[src/rtl/fp_pkg.sv]
// rtl/fp_pkg.sv - shared opcodes, flag indices, FSM states and constants for fp_issue_queue
package fp_pkg;

    localparam logic [2:0] OP_ADD = 3'b000;
    localparam logic [2:0] OP_SUB = 3'b001;
    localparam logic [2:0] OP_MUL = 3'b010;
    localparam logic [2:0] OP_DIV = 3'b100;

    localparam int FLAG_NV = 4;
    localparam int FLAG_DZ = 3;
    localparam int FLAG_OF = 2;
    localparam int FLAG_UF = 1;
    localparam int FLAG_NX = 0;

    // Flags reported for an opcode completed without the ALU
    localparam logic [4:0] FLAGS_LOCAL = 5'b1 << FLAG_NV;

    // Canonical quiet NaN for the default single-precision format
    localparam logic [31:0] QNAN_SP = 32'h7FC0_0000;

    typedef enum logic [1:0] {
        ST_IDLE  = 2'd0,
        ST_ISSUE = 2'd1,
        ST_WAIT  = 2'd2,
        ST_LOCAL = 2'd3
    } state_t;

    // Opcodes the downstream ALU implements; everything else is finished locally
    function automatic logic op_supported(input logic [2:0] op);
        return (op == OP_ADD) || (op == OP_SUB) || (op == OP_MUL);
    endfunction

endpackage

[src/rtl/fp_req_fifo.sv]
// rtl/fp_req_fifo.sv - synchronous request FIFO with push/pop and occupancy count
module fp_req_fifo #(
    parameter int W     = 8,
    parameter int DEPTH = 4
) (
    input  logic                     clk,
    input  logic                     rst,
    input  logic                     push,
    input  logic [W-1:0]             wdata,
    input  logic                     pop,
    output logic [W-1:0]             rdata,
    output logic [$clog2(DEPTH):0]   count
);

    localparam int AW = $clog2(DEPTH);
    localparam int CW = AW + 1;

    logic [W-1:0]  mem [DEPTH];
    logic [AW-1:0] wr_ptr;
    logic [AW-1:0] rd_ptr;

    // Storage write; contents need no reset because the pointers define validity
    always_ff @(posedge clk) begin
        if (push) begin
            mem[wr_ptr] <= wdata;
        end
    end

    // Pointers and occupancy; caller never pushes when full nor pops when empty
    always_ff @(posedge clk or posedge rst) begin
        if (rst) begin
            wr_ptr <= '0;
            rd_ptr <= '0;
            count  <= '0;
        end else begin
            if (push) wr_ptr <= wr_ptr + AW'(1);
            if (pop)  rd_ptr <= rd_ptr + AW'(1);
            count <= count + CW'(push) - CW'(pop);
        end
    end

    assign rdata = mem[rd_ptr];

endmodule

[src/rtl/fp_issue_queue.sv]
// rtl/fp_issue_queue.sv - request buffer and one-at-a-time sequencer in front of float_alu
module fp_issue_queue
    import fp_pkg::*;
#(
    parameter int P     = 23,
    parameter int E     = 8,
    parameter int N     = P + E + 1,
    parameter int DEPTH = 4,
    parameter int TW    = 4
) (
    input  logic                   clk,
    input  logic                   rst,
    input  logic                   req_valid,
    output logic                   req_ready,
    input  logic [N-1:0]           req_a,
    input  logic [N-1:0]           req_b,
    input  logic [2:0]             req_op,
    input  logic                   req_mode_fp,
    input  logic                   req_round,
    input  logic [TW-1:0]          req_tag,
    output logic [N-1:0]           alu_op_a,
    output logic [N-1:0]           alu_op_b,
    output logic [2:0]             alu_op_code,
    output logic                   alu_mode_fp,
    output logic                   alu_round_mode,
    output logic                   alu_start,
    output logic                   alu_ready_in,
    input  logic                   alu_ready_out,
    input  logic                   alu_valid_out,
    input  logic [N-1:0]           alu_result,
    input  logic [4:0]             alu_flags,
    output logic                   res_valid,
    input  logic                   res_ready,
    output logic [N-1:0]           res_data,
    output logic [4:0]             res_flags,
    output logic [TW-1:0]          res_tag,
    output logic [4:0]             sticky_flags,
    input  logic                   sticky_clr,
    output logic [$clog2(DEPTH):0] count
);

    localparam int CW = $clog2(DEPTH) + 1;
    localparam int FW = TW + 2 + 3 + 2 * N;
    localparam logic [N-1:0] QNAN = {1'b0, {E{1'b1}}, 1'b1, {(P-1){1'b0}}};

    state_t          state;
    state_t          state_nxt;
    logic [FW-1:0]   fifo_wdata;
    logic [FW-1:0]   fifo_rdata;
    logic            push;
    logic            pop;
    logic [N-1:0]    head_a;
    logic [N-1:0]    head_b;
    logic [2:0]      head_op;
    logic            head_mode;
    logic            head_round;
    logic [TW-1:0]   head_tag;
    logic [TW-1:0]   iss_tag;
    logic            out_free;
    logic            cap_alu;
    logic            cap_local;
    logic            capture;
    logic [N-1:0]    cap_data;
    logic [4:0]      cap_flags;

    assign req_ready  = (count != CW'(DEPTH));
    assign push       = req_valid && req_ready;
    assign pop        = (state == ST_IDLE) && (count != '0);
    assign fifo_wdata = {req_tag, req_round, req_mode_fp, req_op, req_b, req_a};
    assign {head_tag, head_round, head_mode, head_op, head_b, head_a} = fifo_rdata;

    fp_req_fifo #(
        .W     (FW),
        .DEPTH (DEPTH)
    ) u_fifo (
        .clk   (clk),
        .rst   (rst),
        .push  (push),
        .wdata (fifo_wdata),
        .pop   (pop),
        .rdata (fifo_rdata),
        .count (count)
    );

    // Output register is free when empty or being drained this cycle
    assign out_free     = !res_valid || res_ready;
    assign alu_start    = (state == ST_ISSUE);
    assign alu_ready_in = (state == ST_WAIT) && out_free;
    assign cap_alu      = alu_ready_in && alu_valid_out;
    assign cap_local    = (state == ST_LOCAL) && out_free;
    assign capture      = cap_alu || cap_local;
    assign cap_data     = cap_local ? QNAN : alu_result;
    assign cap_flags    = cap_local ? FLAGS_LOCAL : alu_flags;

    // Sequencer state register
    always_ff @(posedge clk or posedge rst) begin
        if (rst) state <= ST_IDLE;
        else     state <= state_nxt;
    end

    // Next-state: pop in IDLE, route to ALU or local completion, return after capture
    always_comb begin
        state_nxt = state;
        case (state)
            ST_IDLE:  if (pop) state_nxt = op_supported(head_op) ? ST_ISSUE : ST_LOCAL;
            ST_ISSUE: if (alu_ready_out) state_nxt = ST_WAIT;
            ST_WAIT:  if (cap_alu) state_nxt = ST_IDLE;
            ST_LOCAL: if (cap_local) state_nxt = ST_IDLE;
            default:  state_nxt = ST_IDLE;
        endcase
    end

    // Issue register: loaded only on pop so ALU inputs hold through ISSUE and WAIT
    always_ff @(posedge clk or posedge rst) begin
        if (rst) begin
            alu_op_a       <= '0;
            alu_op_b       <= '0;
            alu_op_code    <= '0;
            alu_mode_fp    <= 1'b0;
            alu_round_mode <= 1'b0;
            iss_tag        <= '0;
        end else if (pop) begin
            alu_op_a       <= head_a;
            alu_op_b       <= head_b;
            alu_op_code    <= head_op;
            alu_mode_fp    <= head_mode;
            alu_round_mode <= head_round;
            iss_tag        <= head_tag;
        end
    end

    // Output register: a capture wins over a same-cycle drain
    always_ff @(posedge clk or posedge rst) begin
        if (rst) begin
            res_valid <= 1'b0;
            res_data  <= '0;
            res_flags <= '0;
            res_tag   <= '0;
        end else if (capture) begin
            res_valid <= 1'b1;
            res_data  <= cap_data;
            res_flags <= cap_flags;
            res_tag   <= iss_tag;
        end else if (res_valid && res_ready) begin
            res_valid <= 1'b0;
        end
    end

    // Sticky exception flags; a clear coinciding with a capture keeps only the new flags
    always_ff @(posedge clk or posedge rst) begin
        if (rst) begin
            sticky_flags <= '0;
        end else if (capture) begin
            sticky_flags <= (sticky_clr ? 5'b0 : sticky_flags) | cap_flags;
        end else if (sticky_clr) begin
            sticky_flags <= '0;
        end
    end

endmodule

[config.mk]
export PLATFORM = sky130hd
export DESIGN_NAME = fp_issue_queue
export DESIGN_NICKNAME = d
export VERILOG_FILES = /design/src/rtl/fp_pkg.sv /design/src/rtl/fp_req_fifo.sv /design/src/rtl/fp_issue_queue.sv
export SDC_FILE = /design/constraint.sdc
export NUM_CORES = 1
export LEC_CHECK = 0
export CORE_ASPECT_RATIO = 1.4
export CORE_UTILIZATION = 58
export CTS_CLUSTER_DIAMETER = 80
export CTS_CLUSTER_SIZE = 20
export DETAILED_ROUTE_END_ITERATION = 7
export PLACE_DENSITY_LB_ADDON = 0.3
export SYNTH_ARGS = -nofsm -noshare
export SYNTH_HDL_FRONTEND = slang
export SYNTH_SLANG_ARGS = --single-unit
[constraint.sdc]
create_clock -name clk -period 13.6 [get_ports clk]
set_input_delay 2.72 -clock clk [delete_from_list [all_inputs] [get_ports clk]]
set_output_delay 2.72 -clock clk [all_outputs]
set_load 0.01 [all_outputs]
==> flow_summary.ini <==
; synthesis and place-and-route metrics
[cts]
cts_buffer_depth = 3
postCtsSetupBuffers = 0
cts-buffers-inserted = 25

[logic_synthesis]
synth_cell_types = 29
syn_area_mm2 = 0.0156
edf_count = 292
top_area_frac = 0.562

[grt]
grt_pass1_wl_mm = 45.8

[finish]
final-comb-area_mm2 = 0.00333
nets = 1139
fin_cells = 1359
inverters_excl_clock = 14

[power]
p_leak_nw = 6.68
fin_total_pwr_w = 0.00412

[floorplanning]
dieArea_mm2 = 0.0276
well_tap_count = 324
die_w_um = 141

[drt]
via_count = 7696
wl_met3_mm = 1.77
drc_errors = 0

[final_timing]
rsz0062_at_grt = no

[run_status]
status = finished clean

[setup_path]
critPathTopFamily = buffers and inverters
Figure 1. Congestion heat map.
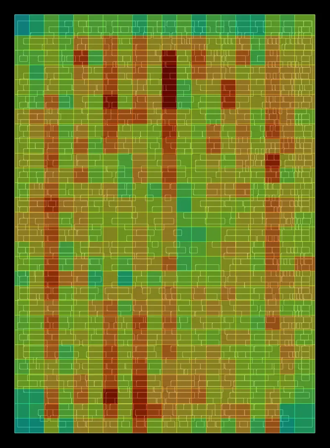
met2 usage: 0.401
fin util: 0.722
gr busiest metal: met2

Figure 2. Metal 2.
(2 px per µm)
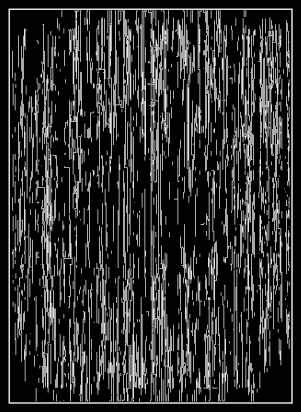
The layer holds 53% of the routed length. The layer carries 15800 µm of wire. The wires run mostly vertical.

Figure 3. Layout detail.
Window x 58 to 83, y 86 to 111 µm. Cells in gray, sequential cells in the stronger gray; small squares are vias.
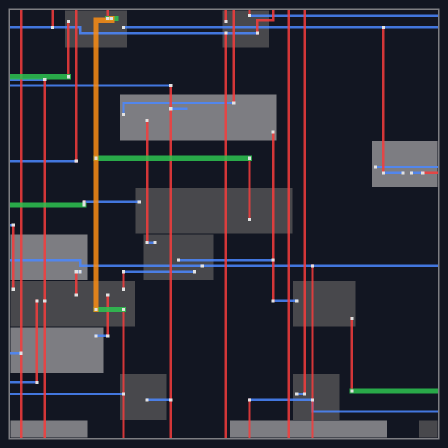
M3: shown in green. M1: shown in blue. M2: shown in red. M4: shown in orange.
Sequential cells in the window: 1. Most frequent: buf_4 (3), clkdlybuf4s50_1 (2). 9 logic cells have their middle in the window. Netlist names of flops here include alu_op_b (1).

